### PDN straps and rails, run 1

Bar = 50 µm. Pins as bars on the die edge.
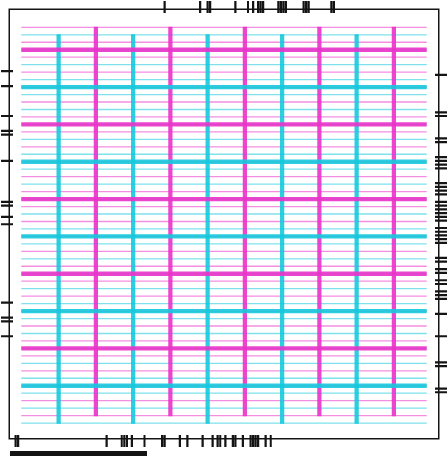
### Placed cells, one color a class, run 1

Bar = 50 µm.
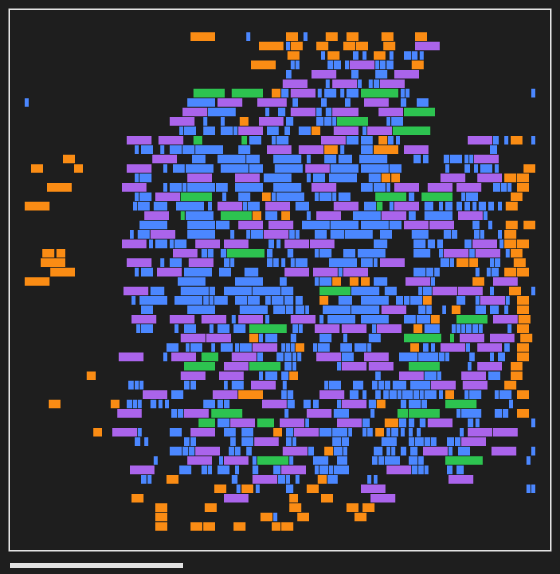
### Clock wires, drivers and flops, run 1

Bar = 50 µm.
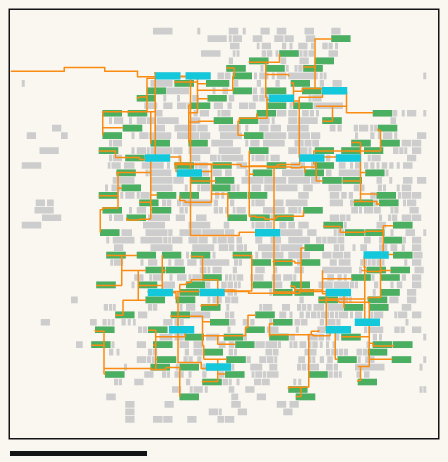
===== src/rtl/alu_pkg.sv =====
// Shared definitions for the ALU command sequencer: func codes, command
// field positions, FSM encoding and small decode helpers.
package alu_pkg;

    localparam int NREG = 8;

    typedef enum logic [3:0] {
        F_ADD   = 4'd0,
        F_SUB   = 4'd1,
        F_MUL   = 4'd2,
        F_DIV   = 4'd3,
        F_AND   = 4'd4,
        F_OR    = 4'd5,
        F_XOR   = 4'd6,
        F_NOT   = 4'd7,
        F_PASSA = 4'd8,
        F_PASSB = 4'd9,
        F_SHL   = 4'd10,
        F_SHR   = 4'd11,
        F_SRA   = 4'd12,
        F_ROL   = 4'd13,
        F_ROR   = 4'd14,
        F_HAMM  = 4'd15
    } func_t;

    // cmd_data field positions
    localparam int FUNC_MSB = 31;
    localparam int FUNC_LSB = 28;
    localparam int IMM_BIT  = 27;
    localparam int DST_MSB  = 26;
    localparam int DST_LSB  = 24;
    localparam int SRCA_MSB = 22;
    localparam int SRCA_LSB = 20;
    localparam int SRCB_MSB = 18;
    localparam int SRCB_LSB = 16;
    localparam int IMMA_MSB = 15;
    localparam int IMMA_LSB = 8;
    localparam int IMMB_MSB = 7;
    localparam int IMMB_LSB = 0;

    typedef enum logic [1:0] {
        S_IDLE = 2'd0,
        S_LOAD = 2'd1,
        S_EXEC = 2'd2,
        S_WB   = 2'd3
    } state_t;

    // Decoded command; bits 23 and 19 of the raw word are reserved.
    typedef struct packed {
        func_t      func;
        logic       imm;
        logic [2:0] dst;
        logic [2:0] srca;
        logic [2:0] srcb;
        logic [7:0] imma;
        logic [7:0] immb;
    } cmd_t;

    function automatic cmd_t decode_cmd(input logic [31:0] d);
        cmd_t c;
        c.func = func_t'(d[FUNC_MSB:FUNC_LSB]);
        c.imm  = d[IMM_BIT];
        c.dst  = d[DST_MSB:DST_LSB];
        c.srca = d[SRCA_MSB:SRCA_LSB];
        c.srcb = d[SRCB_MSB:SRCB_LSB];
        c.imma = d[IMMA_MSB:IMMA_LSB];
        c.immb = d[IMMB_MSB:IMMB_LSB];
        return c;
    endfunction

    // ALU command word: func in the top nibble, operands in the low half.
    function automatic logic [31:0] alu_word(input func_t f, input logic [7:0] a,
                                             input logic [7:0] b);
        logic [31:0] w;
        w = '0;
        w[FUNC_MSB:FUNC_LSB] = f;
        w[IMMA_MSB:IMMA_LSB] = a;
        w[IMMB_MSB:IMMB_LSB] = b;
        return w;
    endfunction

    // Shift funcs 10-12 are flagged as illegal commands.
    function automatic logic is_illegal(input func_t f);
        return f inside {F_SHL, F_SHR, F_SRA};
    endfunction

endpackage


===== src/rtl/alu_cmd_sequencer_if.sv =====
// Command handshake bundle between a command source and the sequencer.
interface alu_cmd_sequencer_if;
    logic        cmd_valid;
    logic [31:0] cmd_data;
    logic        cmd_ready;

    modport master (output cmd_valid, output cmd_data, input cmd_ready);
    modport slave  (input cmd_valid, input cmd_data, output cmd_ready);
endinterface


===== src/rtl/alu_regfile.sv =====
// 8x8 register file: two operand read ports, one debug read port, one
// synchronous write port, synchronous clear.
module alu_regfile #(
    parameter int NREG = 8
) (
    input  logic                    clk,
    input  logic                    rst,
    input  logic                    we,
    input  logic [$clog2(NREG)-1:0] waddr,
    input  logic [7:0]              wdata,
    input  logic [$clog2(NREG)-1:0] raddr_a,
    input  logic [$clog2(NREG)-1:0] raddr_b,
    input  logic [$clog2(NREG)-1:0] dbg_addr,
    output logic [7:0]              rdata_a,
    output logic [7:0]              rdata_b,
    output logic [7:0]              dbg_data
);

    logic [NREG-1:0][7:0] mem;

    // Storage: clear on reset, otherwise single write per cycle
    always_ff @(posedge clk) begin
        if (rst)
            mem <= '0;
        else if (we)
            mem[waddr] <= wdata;
    end

    // Reads see current contents; a same-cycle write shows up next cycle.
    assign rdata_a  = mem[raddr_a];
    assign rdata_b  = mem[raddr_b];
    assign dbg_data = mem[dbg_addr];

endmodule


===== src/rtl/alu_cmd_sequencer.sv =====
// Sequencer owning the 8-bit ALU: accepts a command, fetches operands,
// drives the ALU for an op-dependent number of cycles, writes back.
module alu_cmd_sequencer
    import alu_pkg::*;
#(
    parameter int DIV_WAIT  = 4,   // EXEC cycles for divide, >= 1
    parameter int EXEC_WAIT = 1,   // EXEC cycles for other ops, >= 1
    parameter int NREG      = 8
) (
    input  logic                 clk,
    input  logic                 rst,
    alu_cmd_sequencer_if.slave   cmd,
    output logic [31:0]          alu_cmd,
    input  logic [7:0]           alu_res,
    input  logic [2:0]           rd_addr,
    output logic [7:0]           rd_data,
    output logic                 done,
    output logic [7:0]           result,
    output logic                 err_div0,
    output logic                 err_illegal
);

    localparam logic [7:0] DIV_CNT  = 8'(DIV_WAIT);
    localparam logic [7:0] EXEC_CNT = 8'(EXEC_WAIT);

    state_t      state, state_nx;
    logic [31:0] cmd_q;
    cmd_t        c;
    logic [7:0]  cnt;
    logic [7:0]  wb_val;
    logic        nowrite;
    logic [7:0]  rf_a, rf_b;
    logic [7:0]  opa, opb;
    logic        ready;
    logic        rf_we;
    logic        accept;
    logic        load_ill, load_div0;
    logic        unused_rsvd;

    assign c           = decode_cmd(cmd_q);
    assign unused_rsvd = ^{cmd_q[23], cmd_q[19]};
    assign opa         = c.imm ? c.imma : rf_a;
    assign opb         = c.imm ? c.immb : rf_b;
    assign load_ill    = is_illegal(c.func);
    assign load_div0   = !load_ill && (c.func == F_DIV) && (opb == 8'h00);
    assign accept      = cmd.cmd_valid && ready;
    assign cmd.cmd_ready = ready;

    alu_regfile #(.NREG(NREG)) u_rf (
        .clk      (clk),
        .rst      (rst),
        .we       (rf_we),
        .waddr    (c.dst),
        .wdata    (wb_val),
        .raddr_a  (c.srca),
        .raddr_b  (c.srcb),
        .dbg_addr (rd_addr),
        .rdata_a  (rf_a),
        .rdata_b  (rf_b),
        .dbg_data (rd_data)
    );

    // State register
    always_ff @(posedge clk) begin
        if (rst)
            state <= S_IDLE;
        else
            state <= state_nx;
    end

    // Next-state: error cases bypass EXEC and retire straight from LOAD
    always_comb begin
        state_nx = state;
        case (state)
            S_IDLE: if (accept) state_nx = S_LOAD;
            S_LOAD: state_nx = (load_ill || load_div0) ? S_WB : S_EXEC;
            S_EXEC: if (cnt == 8'd1) state_nx = S_WB;
            S_WB:   state_nx = S_IDLE;
            default: state_nx = S_IDLE;
        endcase
    end

    // Outputs: ready only when idle, done/write only in WB; reset masks both
    always_comb begin
        ready = 1'b0;
        done  = 1'b0;
        rf_we = 1'b0;
        if (!rst) begin
            case (state)
                S_IDLE:  ready = 1'b1;
                S_WB: begin
                    done  = 1'b1;
                    rf_we = !nowrite;
                end
                default: ;
            endcase
        end
    end

    // Datapath: command latch, ALU word, wait counter, writeback value, flags
    always_ff @(posedge clk) begin
        if (rst) begin
            cmd_q       <= '0;
            alu_cmd     <= '0;
            cnt         <= '0;
            wb_val      <= '0;
            nowrite     <= 1'b0;
            result      <= '0;
            err_div0    <= 1'b0;
            err_illegal <= 1'b0;
        end else begin
            case (state)
                S_IDLE: begin
                    if (accept)
                        cmd_q <= cmd.cmd_data;
                end
                S_LOAD: begin
                    alu_cmd <= alu_word(c.func, opa, opb);
                    nowrite <= 1'b0;
                    if (load_ill) begin
                        err_illegal <= 1'b1;
                        nowrite     <= 1'b1;
                    end else if (load_div0) begin
                        err_div0 <= 1'b1;
                        wb_val   <= 8'hFF;
                    end else begin
                        cnt <= (c.func == F_DIV) ? DIV_CNT : EXEC_CNT;
                    end
                end
                S_EXEC: begin
                    cnt <= cnt - 8'd1;
                    if (cnt == 8'd1)
                        wb_val <= alu_res;
                end
                S_WB: begin
                    if (!nowrite)
                        result <= wb_val;
                end
                default: ;
            endcase
        end
    end

endmodule


===== src/flat_wrapper.sv =====
// flat-port wrapper written by rule: the top's interface ports become plain ports
module alu_cmd_sequencer_flat import alu_pkg::*;
#(
    parameter int DIV_WAIT  = 4,                                  
    parameter int EXEC_WAIT = 1,                                     
    parameter int NREG      = 8
)
  (clk, rst, alu_cmd, alu_res, rd_addr, rd_data, done, result, err_div0, err_illegal, cmd_cmd_valid, cmd_cmd_data, cmd_cmd_ready);
  alu_cmd_sequencer_if cmd_i ();
  input  logic clk;
  input  logic rst;
  output logic [31:0] alu_cmd;
  input  logic [7:0] alu_res;
  input  logic [2:0] rd_addr;
  output logic [7:0] rd_data;
  output logic done;
  output logic [7:0] result;
  output logic err_div0;
  output logic err_illegal;
  input wire logic [$bits(cmd_i.cmd_valid)-1:0] cmd_cmd_valid;
  input wire logic [$bits(cmd_i.cmd_data)-1:0] cmd_cmd_data;
  output wire logic [$bits(cmd_i.cmd_ready)-1:0] cmd_cmd_ready;
  assign cmd_i.cmd_valid = cmd_cmd_valid;
  assign cmd_i.cmd_data = cmd_cmd_data;
  assign cmd_cmd_ready = cmd_i.cmd_ready;
  alu_cmd_sequencer #(.DIV_WAIT(DIV_WAIT), .EXEC_WAIT(EXEC_WAIT), .NREG(NREG)) u_core (.clk(clk), .rst(rst), .cmd(cmd_i), .alu_cmd(alu_cmd), .alu_res(alu_res), .rd_addr(rd_addr), .rd_data(rd_data), .done(done), .result(result), .err_div0(err_div0), .err_illegal(err_illegal));
endmodule

===== config.mk =====
export PLATFORM = sky130hd
export DESIGN_NAME = alu_cmd_sequencer_flat
export DESIGN_NICKNAME = d
export VERILOG_FILES = /design/src/rtl/alu_pkg.sv /design/src/rtl/alu_cmd_sequencer_if.sv /design/src/rtl/alu_regfile.sv /design/src/rtl/alu_cmd_sequencer.sv /design/src/flat_wrapper.sv
export SDC_FILE = /design/constraint.sdc
export NUM_CORES = 1
export LEC_CHECK = 0
export ABC_AREA = 0
export ABC_CLOCK_PERIOD_IN_PS = 3120
export CORE_MARGIN = 4
export CORE_UTILIZATION = 33
export DETAILED_ROUTE_END_ITERATION = 8
export PLACE_DENSITY = 0.64
export SETUP_SLACK_MARGIN = 0.5
export SLEW_MARGIN = 30
export SYNTH_ARGS = -nofsm -noshare
export SYNTH_HDL_FRONTEND = slang
export SYNTH_SLANG_ARGS = --single-unit

===== constraint.sdc =====
create_clock -name clk -period 3.12 [get_ports clk]
set_input_delay 0.312 -clock clk [delete_from_list [all_inputs] [get_ports clk]]
set_output_delay 0.312 -clock clk [all_outputs]
set_load 0.1 [all_outputs]

==> reports/metrics.csv, run 1 <==
stage,metric,value,unit
synth,most instantiated library cell after synthesis,dfxtp_1,
min_path,hold crit path type,input pin to flop,
critical_path,worst reg2reg endpoint,u_core.cnt[7]$_SDFFE_PP0P_,
routing,DR iter-0 viols,394,
routing,via count,5655,
routing,WL met1,8784,µm
cts,total CTS buffers,17,
global_route,met3 Track Usage GR,5.270,%
final_timing,Slew HR,34.14,%
synth,Post-Syn Instances,746,
layout,Comb area,4075,µm²
final_timing,final hold viol count,0,
synth,yosys cell count,746,
routing,vias per inst,5.108,
global_route,GRT Util Overall,16.24,%
min_path,Hold Crit Depth,2,
layout,Combinational Gates,532,
layout,clk tree area frac,7.417,%
synth,Yosys chip area,7221,µm²
final_timing,setup_tns,0,ns
layout,Layout area overhead,27.10,%
final_timing,RSZ-0062 raised after global routing,false,
cts,CTS root buf,clkbuf_16,
final_timing,Finish-stage setup viols,0,
cts,clock buffer depth,2,
routing,DRC,0,
routing,DR pass1 iterations,5,
placement,dpl cells,1069,
synth,"Seq/Total Area, Yosys",39.65,%
synth,Ys Warns,0,
placement,count of buffers from port buffering,83,
synth,Cell Type Count,47,
final_timing,PnR worst setup slack,0.5741,ns
placement,Detailed Place HPWL,13250,µm
final_timing,Hold Slack,0.2782,ns
layout,most used logic cell in the final layout,dfxtp_1,
critical_path,crit start category,flop,
layout,Top class by area,multi-input combinational cells,
placement,Area after DPL,8392,µm²
layout,nets,871,
global_route,met1 demand-to-capacity share in global routing,21.49,%
layout,"Buffers, non-clock",116,
critical_path,CP Cell Sequence,buf_12 -> buf_4 -> mux2i_1 -> mux4_2 -> o21a_1 -> nand4_2 -> nor3_4 -> or4_4 -> o41ai_2,
cts,number of setup buffers added after CTS,0,
status,outcome,"complete, no violations",
layout,# diodes,0,
routing,met2 routed WL,8969,µm
layout,clkbuf count,22,
synth,Synth async-reset ratio,0,%
power_and_ir_drop,pwr dens,705.4,nW/µm²
final_timing,highest clock rate,0.3928,GHz
power_and_ir_drop,Lkg Pwr,0.003539,µW
cts,CTS resizes,5,
global_route,largest net degree at the start of global routing,119,
routing,Total Wirelength,19480,µm
synth,commonest cells in the netlist,"dfxtp_1 (143), nor2_1 (94), mux2i_1 (91), nand2_1 (78), o21ai_0 (49)",
global_route,busiest layer in global routing,met2,
layout,Non-clock buffering overhead,12.82,%
cts,CTS tree,built,
critical_path,largest stage delay on the critical path,0.54,ns
global_route,vias in the first global route,5533,
final_timing,crit path time final,2.546,ns
critical_path,crit path DRT,3.45,ns
layout,Fill cells,2002,
synth,Synth flops,143,
floorplanning,DIE AREA,24310,µm²
power_and_ir_drop,Design Power,6474,µW
layout,Flop Count,143,
critical_path,Worst EP arrival,2.87,ns
global_route,met2 Usage GRT,25.27,%
final_timing,worst slew pin tran,0.9848,ns
layout,sequential cell area share,31.25,%
critical_path,flop2flop setup slack,0.57,ns
routing,wire per inst,17.59,µm
critical_path,worst-case reg-to-reg path depth,9,
critical_path,Worst Setup End Kind,flop,
placement,DP Worst Slack,0.2927,ns
critical_path,reg2reg start,u_core.cmd_q[16]$_SDFFE_PP0P_,
global_route,gr ovfl total,0,
min_path,hold endpoint,u_core.u_rf.mem[9]$_SDFFE_PP0P_,
final_timing,cycle use final,81.60,%
floorplanning,TAP cells,275,
min_path,Hold Startpoint,rst,
cts,"Clk pin slew, worst setup/hold paths",0.06,ns
synth,Top cells by area,"dfxtp_1 (40%), mux4_2 (14%), mux2i_1 (13%)",
critical_path,crit path max fanout,15,
critical_path,WS Path Type,flop to flop,
cts,H-tree levels,4,
layout,register area,2868,µm²
synth,syn_area_per_cell,9.679,µm²
flow_run,max-cap violations,0,
cts,CTS Hold Bufs,0,
layout,Comb/total area,44.40,%
critical_path,WP buf/inv,2,
floorplanning,Starting Density,33.92,%
cts,clk sink count,143,
placement,gpl congestion,0.8482,
layout,Signal inverters,9,
layout,Finished Layout Cells,1107,
critical_path,crit path capture,u_core.cnt[7]$_SDFFE_PP0P_,
global_route,first-pass GRT wire length,30840,µm
critical_path,crit path launch,u_core.cmd_q[16]$_SDFFE_PP0P_,
layout,Top cells excl fill/tap,"dfxtp_1 (141), nor2_1 (94), mux2i_1 (88)",
critical_path,CP top delay family,simple AND/OR/NAND/NOR gates,
routing,"antenna viol nets, final",0,
routing,top sig layer,met4,
layout,layout cells sized above 1,18.63,%
global_route,initial antenna violation count,0,
routing,met3 wire length,1392,µm
synth,Area leader share,39.65,%
critical_path,Worst path depth,9,
synth,Commonest flop,dfxtp_1,
critical_path,slowest CP cell,or4_4,
final_timing,count of final max-slew check failures,0,
floorplanning,IO Count,98,
synth,flip-flops with a built-in enable,0,
final_timing,clk_skew,0.005763,ns
synth,Mapped Area,7221,µm²
flow_run,tool warning count,34,
synth,largest area contributor in the netlist,dfxtp_1,
## Picture notes: 'PDN straps and rails'
- cyan: VSS
- magenta: VDD
- met1 rails: 54
- signal pins: 98
- rows: 53
- met4 straps: 10
Max VDD drop: 0.3771 mV
vertical die size: 155.9 µm
Die W: 155.9 µm
core area: 21,290 µm²

## Picture notes: 'Placed cells, one color a class'
- green: clock drivers and dummy loads (cells 32; share of their area 7.7%)
- orange: other buffers and delay cells (cells 116; share of their area 13%)
- blue: all other logic (cells 541; share of their area 47%)
- purple: flip-flops (cells 143; share of their area 32%)
Layout Cell Area excl Fill: 9178 µm²
Placement Rows: 53
fin util: 43.11%

## Picture notes: 'Clock wires, drivers and flops'
- cyan: cells driving clock nets (count 17)
- green: flip-flops (count 143)
- orange: clock wires (length 1,900 µm)
- routed clock nets: 18
Clk pwr share: 36.1%
Clk. pwr: 2340 µW
Clock Latency Late Sink: 0.43 ns

-- run 1: sequential cells by signal (all words and copies together), names as in the netlist --
| name | flops |
|---|---|
| u_core.err_illegal | 1 |
| u_core.u_rf.mem | 64 |
| u_core.nowrite | 1 |
| u_core.wb_val | 8 |
| u_core.alu_cmd | 20 |
| u_core.state | 2 |
| u_core.cmd_q | 30 |
| u_core.err_div0 | 1 |
| u_core.result | 8 |
| u_core.cnt | 8 |
-- run 1: cell families after synthesis --
logic type	synth area share, %
fa+ha+maj	1.040
mux	28.83
compound gates	8.248
simple gates	16.98
other cells	0.05193
buf+inv	5.198
flops	39.65
-- run 1: power by group --
group / leakage (µW) / switching [µW] / total, µW / internal [µW]
logic: 0.00205 / 1120 / 1790 / 668
clock network: 0.000330 / 777 / 2340 / 1560
registers: 0.00116 / 317 / 2340 / 2030
### Routing congestion, run 1

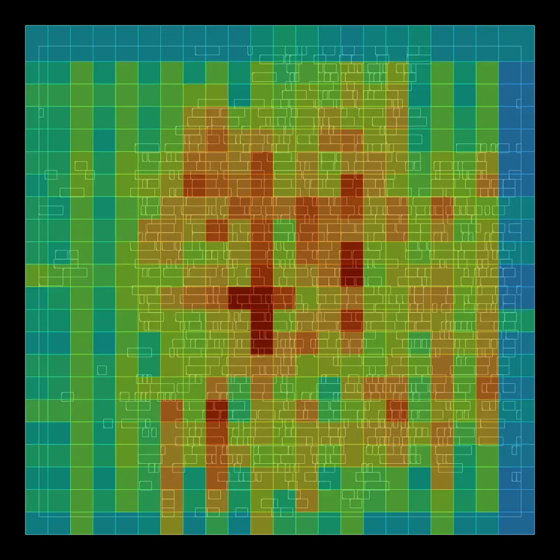

==> run 2: changes to the inputs <==
Settings changed: ABC_CLOCK_PERIOD_IN_PS 3120 to 2200, PLACE_DENSITY 0.64 to 0.65.
Clock period 3.12 ns to 2.2 ns, I/O delays scaled along.
### Routing congestion, run 2

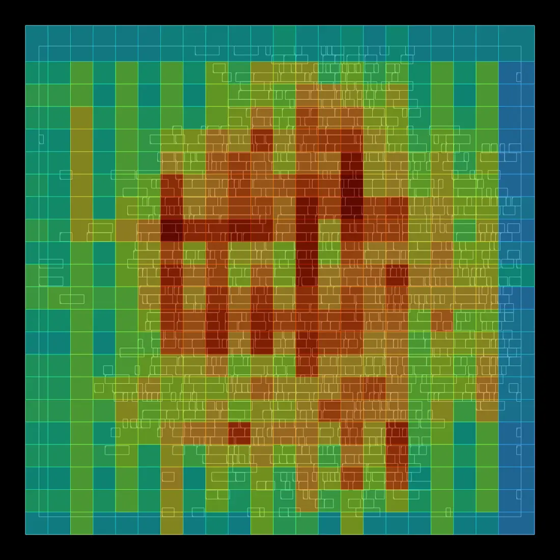
wire per inst: 19.55 µm
met2 Usage GRT: 28.91%
GRT Util Overall: 18.87%

### Routed metal, one color a layer, run 2

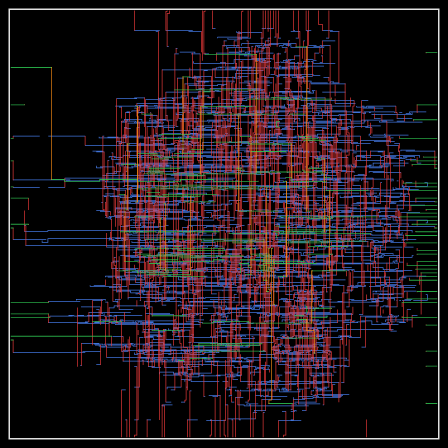
- blue: met1 (wire length 10,500 µm)
- orange: met4 (wire length 732 µm)
- red: met2 (wire length 11,000 µm)
- green: met3 (wire length 1,970 µm)
via count: 6,535
Total Wirelength: 24,220 µm

==> reports/metrics.csv, run 2 <==
stage,metric,value,unit,change
status,outcome,"finished, violations left",,
status,failing checks,negative setup slack,,
layout,Signal inverters,9,,unchanged
layout,Comb area,4379,µm²,+7.5%
flow_run,max-cap violations,0,,unchanged
routing,met2 routed WL,11040,µm,+23%
final_timing,Finish-stage setup viols,19,,+19
synth,aoi share,8.248,%,unchanged
layout,sequential cell area share,27.19,%,-4.1 points
cts,total CTS buffers,17,,unchanged
routing,top sig layer,met4,,
floorplanning,core area,21290,µm²,unchanged
layout,Biggest register,u_core.u_rf.mem,,
critical_path,Worst EP arrival,2.76,ns,-0.11 ns
critical_path,slowest CP cell,mux4_2,,
power_and_ir_drop,share of power burned in registers,34.7,%,-1.5 points
layout,Layout area overhead,48.93,%,
synth,"XOR Share, Synth",0,%,unchanged
synth,yosys cell count,746,,unchanged
layout,clk tree area frac,5.468,%,-1.9 points
synth,Cell Type Count,47,,unchanged
floorplanning,Placement Rows,53,,unchanged
layout,Finished Layout Cells,1239,,+12%
min_path,hold endpoint,u_core.result[7]$_SDFFE_PP0P_,,
critical_path,worst reg2reg endpoint,u_core.cnt[7]$_SDFFE_PP0P_,,
layout,Top class by area,multi-input combinational cells,,
synth,flip-flops with a built-in enable,0,,unchanged
critical_path,crit path launch,u_core.cmd_q[16]$_SDFFE_PP0P_,,
synth,adder share,1.040,%,unchanged
placement,count of buffers from port buffering,83,,unchanged
critical_path,crit path max fanout,6,,-9
layout,Layout Cell Area excl Fill,10750,µm²,+17%
layout,Fill cells,1847,,-7.7%
layout,Top cells excl fill/tap,"buf_4 (130), dfxtp_1 (100), nor2_1 (91)",,
routing,vias per inst,5.274,,+3.2%
routing,DRC,0,,unchanged
final_timing,cycle use final,110.5,%,+29 points
layout,"Buffers, non-clock",247,,+110%
synth,"Seq/Total Area, Yosys",39.65,%,unchanged
routing,DR pass1 iterations,8,,+3
synth,Synth async-reset ratio,0,%,unchanged
routing,met3 wire length,1971,µm,+42%
placement,Detailed Place HPWL,14990,µm,+13%
layout,Flop Count,143,,unchanged
critical_path,reg2reg start,u_core.cmd_q[16]$_SDFFE_PP0P_,,
cts,H-tree levels,4,,unchanged
final_timing,PnR worst setup slack,-0.2314,ns,-0.8056 ns
floorplanning,DIE AREA,24310,µm²,unchanged
power_and_ir_drop,Clk pwr share,30.1,%,-6.0 points
layout,nets,1004,,+15%
global_route,gr ovfl total,0,,unchanged
synth,largest area contributor in the netlist,dfxtp_1,,
routing,WL met1,10480,µm,+19%
cts,Clock Latency Late Sink,0.42,ns,about the same
global_route,largest net degree at the start of global routing,78,,-34%
cts,"Clk pin slew, worst setup/hold paths",0.06,ns,about the same
cts,CTS tree,built,,
final_timing,RSZ-0062 raised after global routing,true,,
critical_path,worst-case reg-to-reg path depth,9,,unchanged
layout,most used logic cell in the final layout,buf_4,,
floorplanning,Starting Density,33.92,%,unchanged
synth,Mapped Area,7221,µm²,unchanged
min_path,Hold Startpoint,rst,,
layout,Combinational Gates,534,,+0.38%
power_and_ir_drop,Max VDD drop,0.5990,mV,+59%
floorplanning,vertical die size,155.9,µm,unchanged
global_route,initial antenna violation count,0,,unchanged
final_timing,highest clock rate,0.4113,GHz,+4.7%
cts,number of setup buffers added after CTS,31,,+31
synth,MUX area fraction,28.83,%,unchanged
synth,simple share,16.98,%,unchanged
routing,DR iter-0 viols,582,,+48%
synth,comb area leader,multiplexers,,
floorplanning,TAP cells,275,,unchanged
power_and_ir_drop,switching power,3532,µW,+59%
layout,Non-clock buffering overhead,23.08,%,+10 points
power_and_ir_drop,flip-flop and latch power,3350,µW,+43%
critical_path,crit path capture,u_core.cnt[7]$_SDFFE_PP0P_,,
power_and_ir_drop,pwr dens,899.6,nW/µm²,+28%
power_and_ir_drop,Clk. pwr,2910,µW,+24%
power_and_ir_drop,comb pwr,3410,µW,+91%
cts,CTS Hold Bufs,0,,unchanged
layout,clkbuf count,20,,-9.1%
layout,top flop regs,"u_core.u_rf.mem x64, u_core.cmd_q x30, u_core.alu_cmd x20",,
placement,gpl congestion,0.8702,,+2.6%
floorplanning,IO Count,98,,unchanged
power_and_ir_drop,Sw Share,36.51,%,+2.2 points
synth,Commonest flop,dfxtp_1,,
cts,clock buffer depth,2,,unchanged
critical_path,flop2flop setup slack,-0.23,ns,-0.81 ns
layout,layout cells sized above 1,40.25,%,+22 points
synth,commonest cells in the netlist,"dfxtp_1 (143), nor2_1 (94), mux2i_1 (91), nand2_1 (78), o21ai_0 (49)",,
layout,Comb/total area,40.72,%,-3.7 points
placement,Area after DPL,9089,µm²,+8.3%
power_and_ir_drop,Lkg Pwr,0.004435,µW,+25%
final_timing,setup_tns,-3.076,ns,-3.076 ns
layout,register area,2924,µm²,+2.0%
power_and_ir_drop,logic gate share of total power,35.2,%,+7.5 points
power_and_ir_drop,Design Power,9674,µW,+49%
global_route,vias in the first global route,6249,,+13%
min_path,hold crit path type,input pin to flop,,
==> run 2: cell types whose count changed in the layout (fill, tap and decap cells not counted), moves of 14 or more <==
cell / change
buf_4: +95
buf_6: +46
clkdlybuf4s50_1: -29
dfxtp_1: -41
dfxtp_2: +39
mux2_2: -14
mux2_4: +14
o21ai_0: -37
o21ai_1: +35
==> run 2: layer usage <==
metal,vias up,global-route usage [%]
li1,3048,-
met1,3129,25.81
met2,301,28.91
met3,57,5.326
met4,0,6.128
met5,-,0
==> run 2: worst max-delay path: cells and delay by family (launching register included) <==
kind	cells	cell delay, ns
simple gates	3	0.59
buf+inv	2	0.27
flops	1	0.37
compound gates	2	0.46
mux	2	0.63
Power is estimated from default activity; no workload was simulated.
